--- src/rtl/mouse_transmitter.sv ---
// PS/2 host-to-device transmitter: inhibit, request-to-send, 8 data bits + odd parity, stop, ACK.
// Latency: INHIBIT_CYCLES + REQ_CYCLES system cycles, then paced by 11 device clock falling edges.
// Backpressure: BUSY is high while a frame is in flight; SEND_BYTE outside IDLE is dropped.
//
// Ports:
//   CLK, RESET                       system clock, async active-high reset
//   CLK_MOUSE_IN, DATA_MOUSE_IN      sampled PS/2 clock/data lines
//   SEND_BYTE, BYTE_TO_SEND[7:0]     one-cycle transmit request and its byte
//   CLK_MOUSE_OUT_EN                 1 = pull PS/2 clock low
//   DATA_MOUSE_OUT, DATA_MOUSE_OUT_EN  data value / drive enable
//   BUSY, BYTE_SENT, TX_ERROR[1:0]   status: in flight, end pulse, {nack, timeout}
module mouse_transmitter #(
  parameter int INHIBIT_CYCLES = 12000,
  parameter int REQ_CYCLES     = 2000,
  parameter int TIMEOUT_CYCLES = 100000
) (
  input  logic       CLK,
  input  logic       RESET,
  input  logic       CLK_MOUSE_IN,
  input  logic       DATA_MOUSE_IN,
  input  logic       SEND_BYTE,
  input  logic [7:0] BYTE_TO_SEND,
  output logic       CLK_MOUSE_OUT_EN,
  output logic       DATA_MOUSE_OUT,
  output logic       DATA_MOUSE_OUT_EN,
  output logic       BUSY,
  output logic       BYTE_SENT,
  output logic [1:0] TX_ERROR
);

  localparam int MAX_A   = (INHIBIT_CYCLES > REQ_CYCLES) ? INHIBIT_CYCLES : REQ_CYCLES;
  localparam int MAX_CYC = (MAX_A > TIMEOUT_CYCLES) ? MAX_A : TIMEOUT_CYCLES;
  localparam int CW      = $clog2(MAX_CYC + 1);

  // Counters stop at N-1, so they never wrap before the compare.
  localparam logic [CW-1:0] INH_LAST = CW'(INHIBIT_CYCLES - 1);
  localparam logic [CW-1:0] REQ_LAST = CW'(REQ_CYCLES - 1);
  localparam logic [CW-1:0] TO_LAST  = CW'(TIMEOUT_CYCLES - 1);
  localparam logic [CW-1:0] CNT_ONE  = CW'(1);

  typedef enum logic [2:0] {
    IDLE    = 3'd0,
    INHIBIT = 3'd1,
    REQ     = 3'd2,
    BITS    = 3'd3,
    STOP    = 3'd4,
    ACK     = 3'd5,
    DONE    = 3'd6
  } state_t;

  state_t          state_q, state_d;
  logic [CW-1:0]   cnt_q, cnt_d;
  logic [3:0]      bit_cnt_q, bit_cnt_d;
  logic [8:0]      frame_q, frame_d;
  logic [1:0]      err_q, err_d;
  logic            clk_in_q, clk_in_d;
  logic            clk_en_q, clk_en_d;
  logic            data_en_q, data_en_d;
  logic            data_out_q, data_out_d;
  logic            busy_q, busy_d;
  logic            sent_q, sent_d;
  logic            fall;
  logic            waiting;

  // Previous sample vs. the live line: detection costs no extra cycle.
  assign fall     = clk_in_q & ~CLK_MOUSE_IN;
  assign clk_in_d = CLK_MOUSE_IN;
  assign waiting  = (state_q == BITS) || (state_q == STOP) ||
                    (state_q == ACK)  || (state_q == DONE);

  always_comb begin
    state_d    = state_q;
    cnt_d      = cnt_q;
    bit_cnt_d  = bit_cnt_q;
    frame_d    = frame_q;
    err_d      = err_q;
    sent_d     = 1'b0;
    data_out_d = data_out_q;

    case (state_q)
      IDLE: begin
        if (SEND_BYTE) begin
          frame_d = {~^BYTE_TO_SEND, BYTE_TO_SEND};
          err_d   = 2'b00;
          cnt_d   = '0;
          state_d = INHIBIT;
        end
      end
      INHIBIT: begin
        if (cnt_q == INH_LAST) begin
          cnt_d   = '0;
          state_d = REQ;
        end else begin
          cnt_d = cnt_q + CNT_ONE;
        end
      end
      REQ: begin
        if (cnt_q == REQ_LAST) begin
          cnt_d     = '0;
          bit_cnt_d = 4'd0;
          state_d   = BITS;
        end else begin
          cnt_d = cnt_q + CNT_ONE;
        end
      end
      BITS: begin
        if (fall) begin
          cnt_d      = '0;
          data_out_d = frame_q[bit_cnt_q];
          bit_cnt_d  = bit_cnt_q + 4'd1;
          if (bit_cnt_q == 4'd8) state_d = STOP;
        end else begin
          cnt_d = cnt_q + CNT_ONE;
        end
      end
      STOP: begin
        if (fall) begin
          cnt_d   = '0;
          state_d = ACK;
        end else begin
          cnt_d = cnt_q + CNT_ONE;
        end
      end
      ACK: begin
        if (fall) begin
          cnt_d = '0;
          if (DATA_MOUSE_IN) err_d[1] = 1'b1;
          state_d = DONE;
        end else begin
          cnt_d = cnt_q + CNT_ONE;
        end
      end
      DONE: begin
        // Bus idle (both lines high) closes the transaction.
        if (CLK_MOUSE_IN && DATA_MOUSE_IN) begin
          sent_d  = 1'b1;
          state_d = IDLE;
        end else begin
          cnt_d = cnt_q + CNT_ONE;
        end
      end
      default: begin
        state_d = IDLE;
      end
    endcase

    // Timeout overrides whatever the state logic decided this cycle,
    // including an edge or a NACK sample arriving at the same time.
    if (waiting && (cnt_q == TO_LAST)) begin
      err_d     = {err_q[1], 1'b1};
      sent_d    = 1'b1;
      cnt_d     = '0;
      bit_cnt_d = bit_cnt_q;
      state_d   = IDLE;
    end

    // Line controls follow the next state so they stay registered and aligned with it.
    clk_en_d  = (state_d == INHIBIT) || (state_d == REQ);
    data_en_d = (state_d == REQ) || (state_d == BITS) || (state_d == STOP);
    if (state_d == REQ) begin
      data_out_d = 1'b0;
    end else if (!data_en_d) begin
      data_out_d = 1'b1;
    end
    // Stays high through the end pulse so BUSY drops the cycle after it.
    busy_d = (state_d != IDLE) || sent_d;
  end

  always_ff @(posedge CLK or posedge RESET) begin
    if (RESET) begin
      state_q    <= IDLE;
      cnt_q      <= '0;
      bit_cnt_q  <= 4'd0;
      frame_q    <= 9'd0;
      err_q      <= 2'b00;
      clk_in_q   <= 1'b1;
      clk_en_q   <= 1'b0;
      data_en_q  <= 1'b0;
      data_out_q <= 1'b1;
      busy_q     <= 1'b0;
      sent_q     <= 1'b0;
    end else begin
      state_q    <= state_d;
      cnt_q      <= cnt_d;
      bit_cnt_q  <= bit_cnt_d;
      frame_q    <= frame_d;
      err_q      <= err_d;
      clk_in_q   <= clk_in_d;
      clk_en_q   <= clk_en_d;
      data_en_q  <= data_en_d;
      data_out_q <= data_out_d;
      busy_q     <= busy_d;
      sent_q     <= sent_d;
    end
  end

  assign CLK_MOUSE_OUT_EN  = clk_en_q;
  assign DATA_MOUSE_OUT    = data_out_q;
  assign DATA_MOUSE_OUT_EN = data_en_q;
  assign BUSY              = busy_q;
  assign BYTE_SENT         = sent_q;
  assign TX_ERROR          = err_q;

endmodule

--- config.mk ---
export PLATFORM = sky130hd
export DESIGN_NAME = mouse_transmitter
export DESIGN_NICKNAME = d
export VERILOG_FILES = /design/src/rtl/mouse_transmitter.sv
export SDC_FILE = /design/constraint.sdc
export NUM_CORES = 1
export LEC_CHECK = 0
export ABC_AREA = 0
export CAP_MARGIN = 20
export CORE_MARGIN = 4
export CORE_UTILIZATION = 50
export CTS_CLUSTER_DIAMETER = 40
export DETAILED_ROUTE_END_ITERATION = 6
export HOLD_SLACK_MARGIN = 0.06
export PLACE_DENSITY = 0.74
export SLEW_MARGIN = 20
export SYNTH_ARGS = -nofsm -noshare
export SYNTH_HDL_FRONTEND = slang
export SYNTH_SLANG_ARGS = --single-unit
--- constraint.sdc ---
create_clock -name CLK -period 2.9 [get_ports CLK]
set_clock_uncertainty 0.1 [all_clocks]
set_input_delay 0.58 -clock CLK [delete_from_list [all_inputs] [get_ports CLK]]
set_output_delay 0.58 -clock CLK [all_outputs]
set_load 0.02 [all_outputs]
**Run 1: PDN straps and rails**

Pins as bars on the die edge. Tap cells in gray.
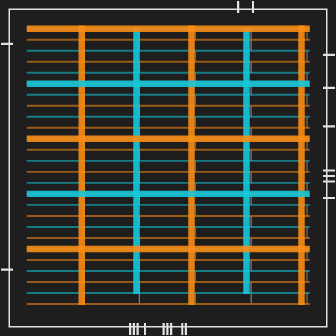
legend:
  cyan:
    net: VDD
  orange:
    net: VSS
rows: 25
tap cells: 67
met5 straps: 5
met4 straps: 5

**Run 1: placed cells, one color a class**

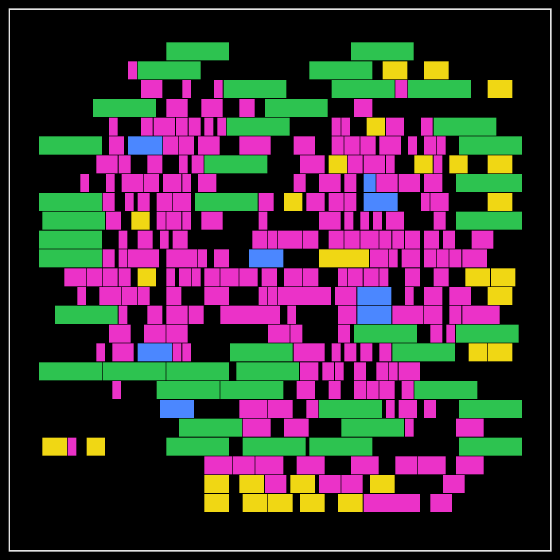
legend:
  blue:
    class: clock drivers and dummy loads
    cells: 8
    share_of_their_area: 3.6%
  yellow:
    class: other buffers and delay cells
    cells: 29
    share_of_their_area: 9.9%
  green:
    class: flops
    cells: 41
    share_of_their_area: 37%
  magenta:
    class: combinational and other logic
    cells: 208
    share_of_their_area: 50%

==> flow_summary.ini, run 1 <==
; physical design summary
[run_status]
outcome = completed

[clock_tree]
clkTransAtPathRegs_ns = 0.08
cts_hold_buf = 0
htree_levels = 2
clock-sinks = 41
clk_path_buf_depth = 2
post_cts_buffers = 0

[critical_path]
cp.required_ns = 3.01
crit_path_max_fanout = 13
critical-path-top-delay-family = simple AND/OR/NAND/NOR gates
startpoint = cnt_q[0]
reg2reg_slack_ns = 0.43
cp.arrival_ns = 2.58
timing.rr.end = cnt_q[7]
crit_path_end = cnt_q[7]

[synthesis]
synthTopCellsByCount = 39 x dfrtp_1, 22 x nand2_1, 21 x nor2_1
xor_area_share_pct = 7.136
adder_share_pct = 1.937
fp_nets = 274
synth_flops = 41
synthTopLogicFamily = simple AND/OR/NAND/NOR gates
syn_area_um2 = 2455
yosys_warnings = 0

[power]
sw_frac_of_total_pct = 39.90
p_per_area_nw_per_um2 = 885.6
internal_power_mw = 1.534

[floorplan]
fp.dieH_um = 78.07
core_area_um2 = 4755

[global_routing]
grt.busiest_layer = met2
antenna_found_initial = 0

[final_layout]
top_regs = cnt_q: 17 flops, frame_q: 9 flops, bit_cnt_q: 4 flops
buffers = 29
mostFrequentLayoutCell = dfrtp_1
sh_comb_area_pct = 47.20
stdcell_count = 353
regMostFlops = cnt_q

[final_timing]
fin_setup_tns_ns = 0
holdWs_ns = 0.4095

[worst_hold_path]
hold_end = TX_ERROR[1]
hold_class = reg2reg
hp-start = TX_ERROR[1]

[placed_design]
placed_area_um2 = 2745

[route]
wl_per_cell_um = 14.53
met2_length_mm = 2.413
**Run 1: clock wires, drivers and flops**

The bar under the picture is 20 µm long.
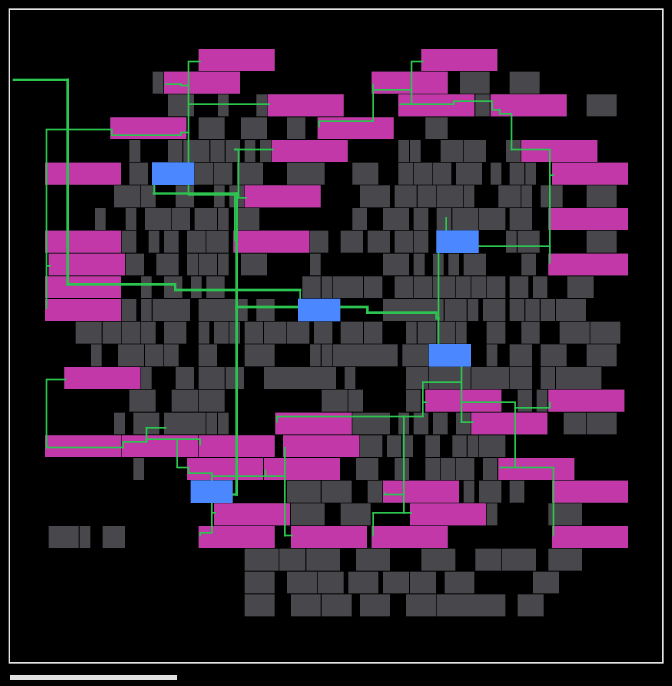
legend:
  magenta:
    item: flip-flops
    count: 41
  blue:
    item: clock drivers
    count: 5
  green:
    item: clock wires
    length: 493 µm
flops lie: widely spread
routed clock nets: 6
clock group total power: 404 µW
Late-Pin Clk Latency: 0.29 ns
clock share of power: 15.8%

## Run 2: what changed since run 1
--- a/config.mk
+++ b/config.mk
@@ -11,7 +11,7 @@
 export CORE_UTILIZATION = 50
 export CTS_CLUSTER_DIAMETER = 40
 export DETAILED_ROUTE_END_ITERATION = 6
-export HOLD_SLACK_MARGIN = 0.06
+export HOLD_SLACK_MARGIN = 0.05
 export PLACE_DENSITY = 0.74
 export SLEW_MARGIN = 20
 export SYNTH_ARGS = -nofsm -noshare
**Run 2: PDN straps and rails**

Pins as bars on the die edge. Tap cells in gray.
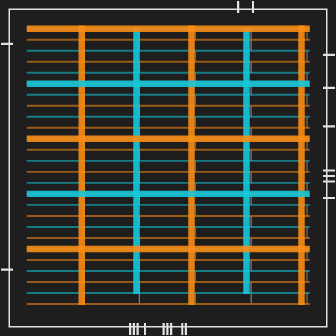
legend:
  orange:
    net: VSS
  cyan:
    net: VDD
met5 straps: 5
rows: 25

**Run 2: track usage over the die**

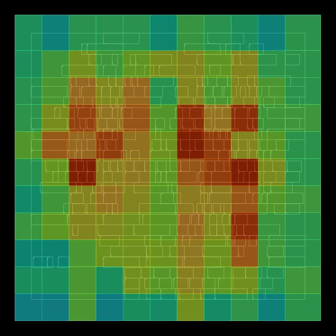
M1 GR Usage: 24.46%
drt wl/cell: 14.53 µm
Tot GR Track Use: 18.36%
M2 GR Usage: 29.28%

**Run 2: placed cells, one color a class**

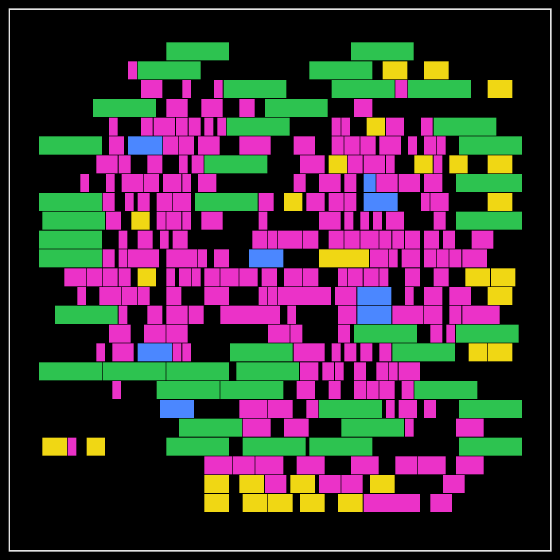
legend:
  blue:
    class: clock drivers and dummy loads
    cells: 8
    share_of_their_area: 3.6%
  yellow:
    class: other buffers and delay cells
    cells: 29
    share_of_their_area: 9.9%
  green:
    class: flops
    cells: 41
    share_of_their_area: 37%
  magenta:
    class: combinational and other logic
    cells: 208
    share_of_their_area: 50%
core area: 4755 µm²
row cnt: 25
fin util: 60.61%

==> run 2 against run 1 <==
Effect of this change:
- setup slack did not move
- total power unchanged
- sequential power hardly changed
- wire length unchanged
- hold slack unchanged
- maximum frequency did not move
==> flow_summary.ini, run 2 <==
; physical design summary
[route]
drc = 0
met2_length_mm = 2.413
via_per_inst = 5.717

[critical_path]
startpoint = cnt_q[0]
crit_path_end = cnt_q[7]
cp.required_ns = 3.01
timing.rr.end = cnt_q[7]
reg2reg_slack_ns = 0.43
cp.arrival_ns = 2.58
critical-path-top-delay-family = simple AND/OR/NAND/NOR gates
crit_path_max_fanout = 13

[run_status]
outcome = completed

[clock_tree]
cts_hold_buf = 0
clock-sinks = 41
htree_levels = 2
worstSkewPairLatency_ns = 0.29
clkTransAtPathRegs_ns = 0.08

[synthesis]
yosys_warnings = 0
adder_share_pct = 1.937
synthTopLogicFamily = simple AND/OR/NAND/NOR gates
fp_nets = 274
xor_area_share_pct = 7.136
syn_area_um2 = 2455
synth.cellmix.compoundShare_pct = 13.15

[final_layout]
stdcell_count = 353
regMostFlops = cnt_q
mostFrequentLayoutCell = dfrtp_1
buffers = 29
sh_comb_area_pct = 47.20
area_share_nonclk_buffers_pct = 9.640
top_regs = cnt_q: 17 flops, frame_q: 9 flops, bit_cnt_q: 4 flops

[global_routing]
grt.busiest_layer = met2

[power]
p_comb_share_pct = 50.3
p_per_area_nw_per_um2 = 885.6
pg_clk_uw = 404
sw_frac_of_total_pct = 39.90

[worst_hold_path]
hp-start = TX_ERROR[1]

[final_timing]
fin_setup_tns_ns = 0

[floorplan]
fp.dieH_um = 78.07
## Run 3: what changed since run 2
--- a/config.mk
+++ b/config.mk
@@ -7,10 +7,11 @@
 export LEC_CHECK = 0
 export ABC_AREA = 0
 export CAP_MARGIN = 20
-export CORE_MARGIN = 4
+export CORE_MARGIN = 2
 export CORE_UTILIZATION = 50
 export CTS_CLUSTER_DIAMETER = 40
 export DETAILED_ROUTE_END_ITERATION = 6
+export GPL_TIMING_DRIVEN = 0
 export HOLD_SLACK_MARGIN = 0.05
 export PLACE_DENSITY = 0.74
 export SLEW_MARGIN = 20
**Run 3: track usage over the die**

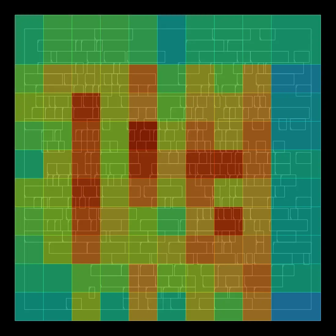
Tot GR Track Use: 21.80%
M1 GR Usage: 27.08%
M2 GR Usage: 36.81%

**Run 3: placed cells, one color a class**

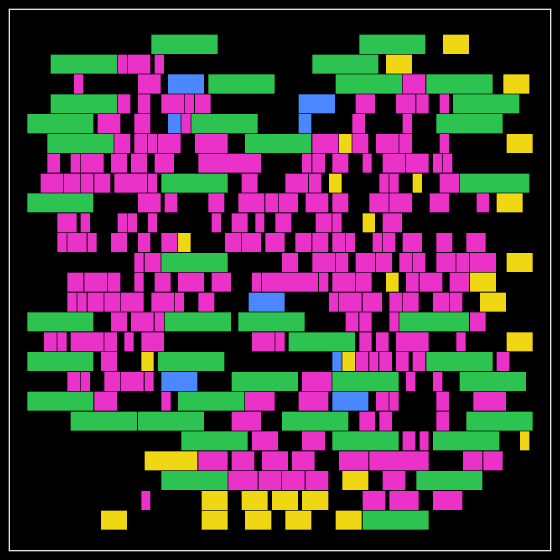
legend:
  magenta:
    class: combinational and other logic
    cells: 208
    share_of_their_area: 50%
  yellow:
    class: other buffers and delay cells
    cells: 29
    share_of_their_area: 9.2%
  green:
    class: flops
    cells: 41
    share_of_their_area: 37%
  blue:
    class: clock drivers and dummy loads
    cells: 8
    share_of_their_area: 3.0%
cell area after layout: 2831 µm²
core area: 4723 µm²

**Run 3: clock wires, drivers and flops**

The bar under the picture is 20 µm long.
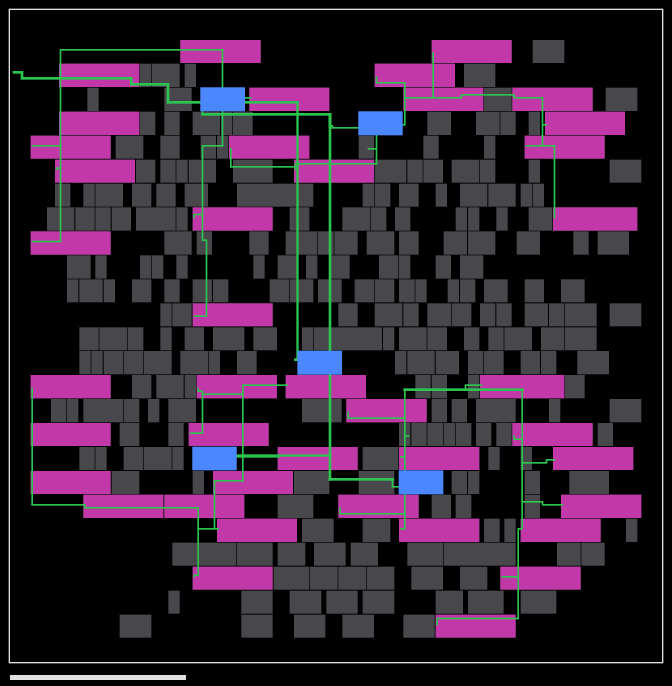
legend:
  blue:
    item: clock drivers
    count: 5
  green:
    item: clock wires
    length: 501 µm
  magenta:
    item: flip-flops
    count: 41
flops lie: widely spread
routed clock nets: 6

==> run 3 against run 2 <==
Effect of this change:
- largest power group unchanged
- hold slack gained 0.0026 ns
- first-iteration DRC count down 25%
- die area down 10%
==> flow_summary.ini, run 3 <==
; physical design summary
[run_status]
outcome = completed

[worst_hold_path]
min_path_cells = 1
hp-start = frame_q[1]
hold_class = reg2reg

[final_layout]
mostFrequentLayoutCells = 39 x dfrtp_1, 22 x nand2_1, 21 x nor2_1, 19 x clkdlybuf4s50_1, 14 x nand3_1
num-nets-final = 301
sh_comb_area_pct = 47.81
mostFrequentLayoutCell = dfrtp_1
antenna_cells_inserted = 0
stdcell_count = 353
regMostFlops = cnt_q
drive_gt1_share_pct = 12.59
top_regs = cnt_q: 17 flops, frame_q: 9 flops, bit_cnt_q: 4 flops
area_share_nonclk_buffers_pct = 8.926
largest_reg_flops = 17
buffers = 29
fin_util_pct = 59.95

[global_routing]
grt.busiest_layer = met2
grt_pass1_vias = 2019
grt_first_pass_wirelength_mm = 9.204

[clock_tree]
cts_tree = built
cts_root_buf = clkbuf_8
worstSkewPairLatency_ns = 0.29
htree_levels = 2
cts_hold_buf = 0
clkTransAtPathRegs_ns = 0.07
clk_path_buf_depth = 2
clock-sinks = 41
numCtsBuffers = 5

[synthesis]
synth_flops = 41
xor_area_share_pct = 7.136
topCellsByArea = dfrtp_1 40%, xor2_1 4.3%, mux2_2 4.1%, nand2_1 3.4%, nor2_1 3.2%
syn_area_um2 = 2455
ys_cells = 258
adder_share_pct = 1.937
yosys_warnings = 0
edf_count = 0
synthTopLogicFamily = simple AND/OR/NAND/NOR gates
syn_area_per_cell_um2 = 9.515
synth.cellmix.compoundShare_pct = 13.15
synthArstFlopShare_pct = 100.0
yosysSeqAreaShare_pct = 41.90
fp_nets = 274

[critical_path]
crit_path_max_fanout = 8
r2r-start = cnt_q[0]
cp.required_ns = 3.02
path_depth = 7
reg2reg_slack_ns = 0.39
worst_r2r_path_depth = 7
timing.rr.end = cnt_q[7]
cp.arrival_ns = 2.70
critical-path-top-delay-family = simple AND/OR/NAND/NOR gates
startpoint = CLK_MOUSE_IN
crit_path_end = DATA_MOUSE_OUT

[power]
vdd_drop_max_uv = 451.7
p_sw_uw = 999.6
sw_frac_of_total_pct = 41.35
p_comb_share_pct = 49.1
p_per_area_nw_per_um2 = 853.7
clockPowerShare_pct = 14.7
pg_clk_uw = 355

[route]
drc = 0
final_antenna_net_count = 0
met2_length_mm = 2.549
routed-wl-met3_um = 208
wl_per_cell_um = 14.78
wirelength_mm = 5.219
via_count = 2019
via_per_inst = 5.720
drt_iter0_markers = 143

[flow_run]
log.warning_count = 27

[floorplan]
chipArea_um2 = 5486
io_pins = 20
std_cell_rows = 25
fp.dieH_um = 74.07

[placed_design]
dpl.hpwl_mm = 3.931
portBuffers = 19
placed_cells = 345

[final_timing]
holdWs_ns = 0.4121
fmax_ghz = 0.3888
fin_setup_tns_ns = 0
hold_viol_final = 0
layout_setup_ws_ns = 0.3280
setup_violations = 0
Power figures rest on the tool's default switching activity, not on a simulated workload.
